--- src/rtl/seq_alu_pkg.sv ---
// Shared definitions for the sequential ALU: opcode encodings, the handshake
// FSM state type and opcode classification.
package seq_alu_pkg;

    localparam logic [4:0] OP_ADD = 5'b00000;
    localparam logic [4:0] OP_SUB = 5'b00001;
    localparam logic [4:0] OP_MUL = 5'b00010;
    localparam logic [4:0] OP_DIV = 5'b00011;
    localparam logic [4:0] OP_INC = 5'b00100;
    localparam logic [4:0] OP_DEC = 5'b00101;
    localparam logic [4:0] OP_AND = 5'b00110;
    localparam logic [4:0] OP_OR  = 5'b00111;
    localparam logic [4:0] OP_XOR = 5'b01000;
    localparam logic [4:0] OP_NOT = 5'b01001;

    typedef enum logic [1:0] {
        IDLE = 2'd0,
        CALC = 2'd1,
        DONE = 2'd2
    } state_e;

    // MUL and DIV run on the iterative unit; everything else is single-cycle.
    function automatic logic is_iterative(input logic [31:0] op);
        return (op == 32'(OP_MUL)) || (op == 32'(OP_DIV));
    endfunction

endpackage

--- src/rtl/seq_alu_muldiv.sv ---
// Iterative shift-add multiplier / restoring divider sharing one 2*WIDTH
// accumulator. The first iteration is performed on the start edge so the
// final value is ready one edge before the top-level counter expires.
module seq_alu_muldiv
    import seq_alu_pkg::*;
#(
    parameter int unsigned WIDTH = 19
) (
    input  logic                 clk,
    input  logic                 rst_n,
    input  logic                 start,
    input  logic                 is_div,
    input  logic [WIDTH-1:0]     a,
    input  logic [WIDTH-1:0]     b,
    output logic                 done,
    output logic [2*WIDTH-1:0]   result
);

    localparam int unsigned CW = $clog2(WIDTH + 1);

    logic [2*WIDTH-1:0] acc_q, acc_d;
    logic [WIDTH-1:0]   b_q, b_d;
    logic               div_q, div_d;
    logic [CW-1:0]      cnt_q, cnt_d;
    logic               done_q, done_d;

    logic [2*WIDTH-1:0] base;
    logic [WIDTH-1:0]   opb;
    logic               mode;
    logic [WIDTH:0]     mul_sum;
    logic [2*WIDTH-1:0] mul_next;
    logic [WIDTH:0]     div_rs;
    logic [WIDTH:0]     div_diff;
    logic               div_ge;
    logic [WIDTH-1:0]   div_rem;
    logic [WIDTH-1:0]   div_quo;
    logic [2*WIDTH-1:0] step;

    // One multiply or divide iteration on either fresh operands or the accumulator.
    always_comb begin
        base = start ? {{WIDTH{1'b0}}, a} : acc_q;
        opb  = start ? b : b_q;
        mode = start ? is_div : div_q;

        // Multiply: low half holds the multiplier, high half the partial product.
        mul_sum  = {1'b0, base[2*WIDTH-1:WIDTH]} + (base[0] ? {1'b0, opb} : '0);
        mul_next = {mul_sum[WIDTH-1:0], base[WIDTH-1:0]} >> 1;
        mul_next[2*WIDTH-1] = mul_sum[WIDTH];

        // Divide: shifted remainder needs WIDTH+1 bits; a clear top bit of the
        // difference means the trial subtraction fits.
        div_rs   = {base[2*WIDTH-1:WIDTH], base[WIDTH-1]};
        div_diff = div_rs - {1'b0, opb};
        div_ge   = ~div_diff[WIDTH];
        div_rem  = div_ge ? div_diff[WIDTH-1:0] : div_rs[WIDTH-1:0];
        div_quo  = base[WIDTH-1:0] << 1;
        div_quo[0] = div_ge;

        step = mode ? {div_rem, div_quo} : mul_next;
    end

    // Load on start, then iterate until the remaining count runs out.
    always_comb begin
        acc_d  = acc_q;
        b_d    = b_q;
        div_d  = div_q;
        cnt_d  = cnt_q;
        done_d = done_q;
        if (start) begin
            acc_d  = step;
            b_d    = b;
            div_d  = is_div;
            cnt_d  = CW'(WIDTH - 1);
            done_d = (WIDTH == 1);
        end else if (cnt_q != '0) begin
            acc_d  = step;
            cnt_d  = cnt_q - CW'(1);
            done_d = (cnt_q == CW'(1));
        end
    end

    // Iteration state registers with synchronous active-low reset.
    always_ff @(posedge clk) begin
        if (!rst_n) begin
            acc_q  <= '0;
            b_q    <= '0;
            div_q  <= 1'b0;
            cnt_q  <= '0;
            done_q <= 1'b0;
        end else begin
            acc_q  <= acc_d;
            b_q    <= b_d;
            div_q  <= div_d;
            cnt_q  <= cnt_d;
            done_q <= done_d;
        end
    end

    assign done   = done_q;
    assign result = acc_q;

endmodule

--- src/rtl/seq_alu.sv ---
// Registered ALU with valid/ready handshakes on both sides. Single-cycle ops
// complete on the accept edge; MUL/DIV run on the iterative sub-unit.
module seq_alu
    import seq_alu_pkg::*;
#(
    parameter int unsigned WIDTH = 19,
    parameter int unsigned OPW   = 5
) (
    input  logic                 clk,
    input  logic                 rst_n,
    input  logic                 in_valid,
    output logic                 in_ready,
    input  logic [WIDTH-1:0]     a,
    input  logic [WIDTH-1:0]     b,
    input  logic [OPW-1:0]       opcode,
    output logic                 out_valid,
    input  logic                 out_ready,
    output logic [2*WIDTH-1:0]   result,
    output logic                 carry,
    output logic                 zero,
    output logic                 div_by_zero
);

    localparam int unsigned CW = $clog2(WIDTH + 1);

    state_e             state_q, state_d;
    logic [CW-1:0]      cnt_q, cnt_d;
    logic [2*WIDTH-1:0] result_q, result_d;
    logic               carry_q, carry_d;
    logic               zero_q, zero_d;
    logic               dbz_q, dbz_d;
    logic               out_valid_q, out_valid_d;

    logic               accept;
    logic               op_is_div;
    logic               b_is_zero;
    logic               md_start;
    logic               md_done;
    logic [2*WIDTH-1:0] md_result;

    logic [WIDTH:0]     sc_sum;
    logic [WIDTH-1:0]   sc_val;
    logic               sc_carry;
    logic               sc_dbz;

    assign accept    = in_valid && (state_q == IDLE);
    assign op_is_div = (opcode == OPW'(OP_DIV));
    assign b_is_zero = (b == '0);
    assign md_start  = accept && is_iterative(32'(opcode)) && !(op_is_div && b_is_zero);

    seq_alu_muldiv #(
        .WIDTH (WIDTH)
    ) u_muldiv (
        .clk    (clk),
        .rst_n  (rst_n),
        .start  (md_start),
        .is_div (op_is_div),
        .a      (a),
        .b      (b),
        .done   (md_done),
        .result (md_result)
    );

    // Single-cycle datapath: WIDTH-bit result plus carry/borrow from the extended op.
    always_comb begin
        sc_sum   = '0;
        sc_val   = '0;
        sc_carry = 1'b0;
        sc_dbz   = 1'b0;
        case (opcode)
            OPW'(OP_ADD): begin
                sc_sum   = {1'b0, a} + {1'b0, b};
                sc_val   = sc_sum[WIDTH-1:0];
                sc_carry = sc_sum[WIDTH];
            end
            OPW'(OP_SUB): begin
                sc_sum   = {1'b0, a} - {1'b0, b};
                sc_val   = sc_sum[WIDTH-1:0];
                sc_carry = sc_sum[WIDTH];
            end
            OPW'(OP_INC): begin
                sc_sum   = {1'b0, a} + {{WIDTH{1'b0}}, 1'b1};
                sc_val   = sc_sum[WIDTH-1:0];
                sc_carry = sc_sum[WIDTH];
            end
            OPW'(OP_DEC): begin
                sc_sum   = {1'b0, a} - {{WIDTH{1'b0}}, 1'b1};
                sc_val   = sc_sum[WIDTH-1:0];
                sc_carry = sc_sum[WIDTH];
            end
            OPW'(OP_AND): sc_val = a & b;
            OPW'(OP_OR):  sc_val = a | b;
            OPW'(OP_XOR): sc_val = a ^ b;
            OPW'(OP_NOT): sc_val = ~a;
            OPW'(OP_DIV): sc_dbz = b_is_zero;
            default:      sc_val = '0;
        endcase
    end

    // Handshake FSM next state, iteration counter and output register updates.
    always_comb begin
        state_d     = state_q;
        cnt_d       = cnt_q;
        result_d    = result_q;
        carry_d     = carry_q;
        zero_d      = zero_q;
        dbz_d       = dbz_q;
        out_valid_d = out_valid_q;
        case (state_q)
            IDLE: begin
                if (accept) begin
                    if (md_start) begin
                        state_d = CALC;
                        cnt_d   = CW'(WIDTH);
                    end else begin
                        state_d     = DONE;
                        result_d    = (2*WIDTH)'(sc_val);
                        carry_d     = sc_carry;
                        zero_d      = ((2*WIDTH)'(sc_val) == '0);
                        dbz_d       = sc_dbz;
                        out_valid_d = 1'b1;
                    end
                end
            end
            CALC: begin
                cnt_d = cnt_q - CW'(1);
                // The sub-unit finishes exactly as the counter steps to zero.
                if (md_done) begin
                    state_d     = DONE;
                    result_d    = md_result;
                    carry_d     = 1'b0;
                    zero_d      = (md_result == '0);
                    dbz_d       = 1'b0;
                    out_valid_d = 1'b1;
                end
            end
            DONE: begin
                if (out_ready) begin
                    state_d     = IDLE;
                    out_valid_d = 1'b0;
                end
            end
            default: state_d = IDLE;
        endcase
    end

    // State and registered outputs with synchronous active-low reset.
    always_ff @(posedge clk) begin
        if (!rst_n) begin
            state_q     <= IDLE;
            cnt_q       <= '0;
            result_q    <= '0;
            carry_q     <= 1'b0;
            zero_q      <= 1'b0;
            dbz_q       <= 1'b0;
            out_valid_q <= 1'b0;
        end else begin
            state_q     <= state_d;
            cnt_q       <= cnt_d;
            result_q    <= result_d;
            carry_q     <= carry_d;
            zero_q      <= zero_d;
            dbz_q       <= dbz_d;
            out_valid_q <= out_valid_d;
        end
    end

    assign in_ready    = (state_q == IDLE);
    assign out_valid   = out_valid_q;
    assign result      = result_q;
    assign carry       = carry_q;
    assign zero        = zero_q;
    assign div_by_zero = dbz_q;

endmodule

--- config.mk ---
export PLATFORM = sky130hd
export DESIGN_NAME = seq_alu
export DESIGN_NICKNAME = d
export VERILOG_FILES = /design/src/rtl/seq_alu_pkg.sv /design/src/rtl/seq_alu_muldiv.sv /design/src/rtl/seq_alu.sv
export SDC_FILE = /design/constraint.sdc
export NUM_CORES = 1
export LEC_CHECK = 0
export CAP_MARGIN = 20
export CORE_ASPECT_RATIO = 0.75
export CORE_MARGIN = 2
export CORE_UTILIZATION = 55
export DETAILED_ROUTE_END_ITERATION = 8
export PLACE_DENSITY = 0.79
export SYNTH_ARGS = -nofsm -noshare
export SYNTH_HDL_FRONTEND = slang
export SYNTH_SLANG_ARGS = --single-unit
--- constraint.sdc ---
create_clock -name clk -period 6.5 [get_ports clk]
set_input_delay 1.3 -clock clk [delete_from_list [all_inputs] [get_ports clk]]
set_output_delay 1.3 -clock clk [all_outputs]
set_load 0.01 [all_outputs]
==> run_1/layer_met1.png <==
Supply wires on this layer in grey.
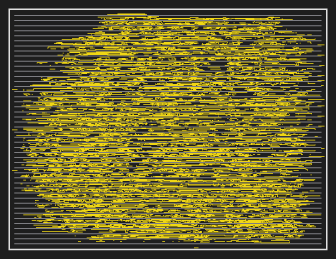
- share of all routed wire: 45%
- wire length on this layer: 18900 um
- main direction: horizontal
- nets with wire on the layer: 1602
- longest straight run: 44.6 um

==> run_1/detail.png <==
Scale bar: 10 um. Region (70, 49) to (100, 79) um. Cells in grey, sequential cells in the stronger grey; small squares are vias.
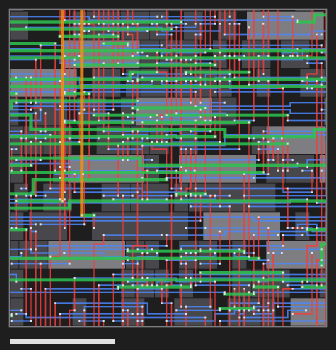
- blue: metal 1
- green: metal 3
- orange: metal 4
- red: metal 2
- sequential cells in the window: 10
- netlist names of flops here include: `u_muldiv.result` (6), `u_muldiv.b_q` (3)
- cells with their middle in the window: 76
- most frequent: nand2_1 (14), dfxtp_1 (10), a21oi_1 (8)

==> ds_physical_params.txt, run 1 <==
Table: implementation figures

Parameter                              Value

Outcome
  Run status .................. finished, final reports clean

Final layout
  Highest-count cells in the layout ignoring fill and taps .................. 162 x sky130_fd_sc_hd__nand2_1, 139 x sky130_fd_sc_hd__a21oi_1, 126 x sky130_fd_sc_hd__nor2_1, 108 x sky130_fd_sc_hd__dfxtp_1, 104 x sky130_fd_sc_hd__ha_1
  Number of logic inverters in the finished layout .................. about 70
  Sequential Area .................. approximately 2200 um^2
  Proportion of cell area spent on the clock network .................. 2.34%

Yosys
  Compound Share, Synth .................. 28.9%
  Post-synth design cell area .................. about 11000 um^2
  Adder Area Share .................. 12.1%
  Flip-flop cell with the highest count after synthesis .................. sky130_fd_sc_hd__dfxtp_1
  Syn_nets .................. between 1.5k and 2k
  Logic family by area .................. AND-OR/OR-AND gates

Power and ir drop
  Clock power share .................. approximately 15%
  Switching power of the nets .................. just under 0.002 W
  Top pwr grp .................. combinational cells

Routing
  Router iterations before antenna repair .................. 8
  Length of routed wiring on met1 .................. around 19 mm
  Routed length on met2 .................. 15.5 mm

Clocking
  Clk ins delay skew pair .................. between 0.3 and 0.4 ns

Setup path
  Critical path's top delay family .................. simple AND/OR/NAND/NOR gates
  Worst path arrival time .................. roughly 6.6 ns
  Flop2flop setup slack .................. approximately 1.4 ns

Global routing
  Busiest layer in global routing .................. met1
  Wire length of the first global-routing pass .................. 64.7 mm

Timing
  Clock Skew .................. just over 0.009 ns

Floorplan
  Core box area .................. about 20000 um^2

Place
  Post-DP Area .................. 12600 um^2

Min path
  Hold Path End .................. result[25]
==> run_1/layer_met4.png <==
Supply wires on this layer in grey.
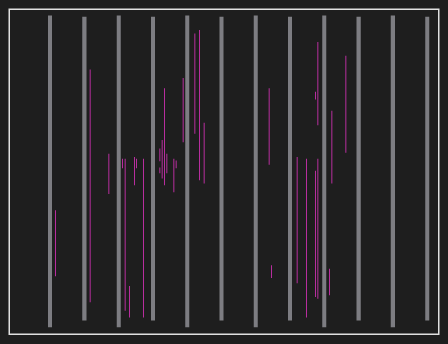
- wire length on this layer: 880 um
- share of all routed wire: 2.1%
- nets with wire on the layer: 29
- longest straight run: 91.8 um

==> run_1/clocks.png <==
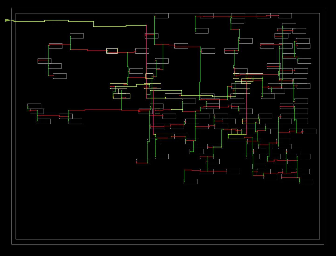

==> run 2, diff against run 1 <==
--- a/config.mk
+++ b/config.mk
@@ -6,11 +6,13 @@
 export NUM_CORES = 1
 export LEC_CHECK = 0
 export CAP_MARGIN = 20
+export CELL_PAD_IN_SITES_DETAIL_PLACEMENT = 1
+export CELL_PAD_IN_SITES_GLOBAL_PLACEMENT = 1
 export CORE_ASPECT_RATIO = 0.75
 export CORE_MARGIN = 2
-export CORE_UTILIZATION = 55
+export CORE_UTILIZATION = 40
 export DETAILED_ROUTE_END_ITERATION = 8
-export PLACE_DENSITY = 0.79
+export PLACE_DENSITY_LB_ADDON = 0.1
 export SYNTH_ARGS = -nofsm -noshare
 export SYNTH_HDL_FRONTEND = slang
 export SYNTH_SLANG_ARGS = --single-unit
==> run_2/clocks.png <==
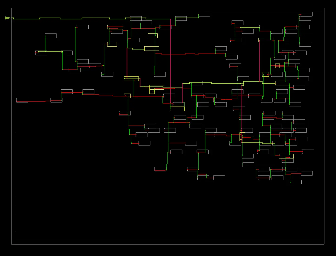
clock-net power: 0.000591 W
number of clock buffers in the layout: 9
Num CTS Buffers: 9

==> run_2/detail.png <==
Scale bar: 10 um. Region (84, 60) to (114, 90) um. Cells in grey, sequential cells in the stronger grey; small squares are vias.
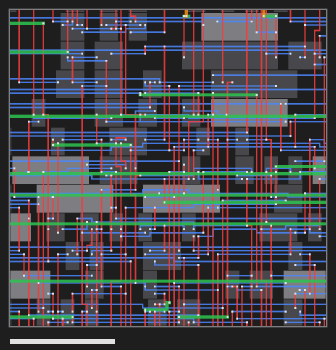
- orange: metal 4
- blue: metal 1
- red: metal 2
- green: metal 3
- cells with their middle in the window: 53
- most frequent: nand2_1 (15), a21oi_1 (7), dfxtp_1 (7)
- netlist names of flops here include: `u_muldiv.result` (5), `u_muldiv.b_q` (2)
- sequential cells in the window: 7

==> ds_physical_params.txt, run 2 <==
Table: implementation figures

Parameter                              Value

Outcome
  Run status .................. finished, final reports clean

Min path
  Hold crit path type .................. register to register
  Hold Path End .................. result[15]

Final layout
  Number of logic inverters in the finished layout .................. 70
  Proportion of cell area spent on the clock network .................. between 2 and 2.5%
  Sequential Area .................. around 2200 um^2
  Post-Layout Inst Area .................. about 13000 um^2
  Highest-count cells in the layout ignoring fill and taps .................. 162 x sky130_fd_sc_hd__nand2_1, 139 x sky130_fd_sc_hd__a21oi_1, 126 x sky130_fd_sc_hd__nor2_1, 108 x sky130_fd_sc_hd__dfxtp_1, 104 x sky130_fd_sc_hd__ha_1
  Core utilization of the finished layout .................. a little under half
  Buffering overhead .................. approximately an eighth
  Comb_multi_in .................. between 1k and 1.5k

Power and ir drop
  Pwr/cell area .................. between 300 and 400 nW/um^2
  Top pwr grp .................. combinational cells
  Switching power of the nets .................. between 0.002 and 0.0025 W
  Static Leakage .................. about 5.3 nW
  Clock power share .................. approximately 15%
  Logic pwr share .................. a little over three fifths

Clocking
  Level count of the clock H-tree .................. 3
  CTS Hold Bufs .................. 0
  TritonCTS clock tree .................. built
  Clk ins delay skew pair .................. between 0.3 and 0.4 ns

Yosys
  Sequential cell area fraction in the yosys report .................. approximately a fifth
  Post-synth design cell area .................. about 11000 um^2
  EDFF count, synth .................. 0
  Most area-hungry cell type in the Yosys netlist .................. sky130_fd_sc_hd__dfxtp_1
  Logic family by area .................. AND-OR/OR-AND gates
  Adder Area Share .................. 12.1%
  Syn_nets .................. ~1.7k
  Compound Share, Synth .................. between 20% and 30%
  Flip-flop cell with the highest count after synthesis .................. sky130_fd_sc_hd__dfxtp_1

Setup path
  Worst path most repeated cell .................. sky130_fd_sc_hd__nor3_1
  Flop2flop setup slack .................. 1.51 ns
  RR Startpoint .................. state_q[1]
  CP Depth .................. 17
  Worst path arrival time .................. 6.41 ns
  Critical Path Start .................. b[6]
  Critical path's top delay family .................. AND-OR/OR-AND gates
  Capture instance of the worst register-to-register path .................. u_muldiv.result[37]

Timing
  Clock Skew .................. ~0.016 ns
  Shortest clock period the worst path allows after layout .................. 6.13 ns

Place
  Final weighted congestion in routability-driven placement .................. between 0.9 and 1
  Cell count after placement .................. a little over 2k
  Post-DP Area .................. between 10000 and 15000 um^2

Routing
  Routed length on met2 .................. 19.4 mm
  Router iterations before antenna repair .................. 7
  Length of routed wiring on met1 .................. approximately 25 mm

Global routing
  Wire length of the first global-routing pass .................. roughly 75 mm
  Busiest layer in global routing .................. met1

Floorplan
  Core box area .................. 27900 um^2
No activity file was given, so power comes from the tool's default toggle rates.
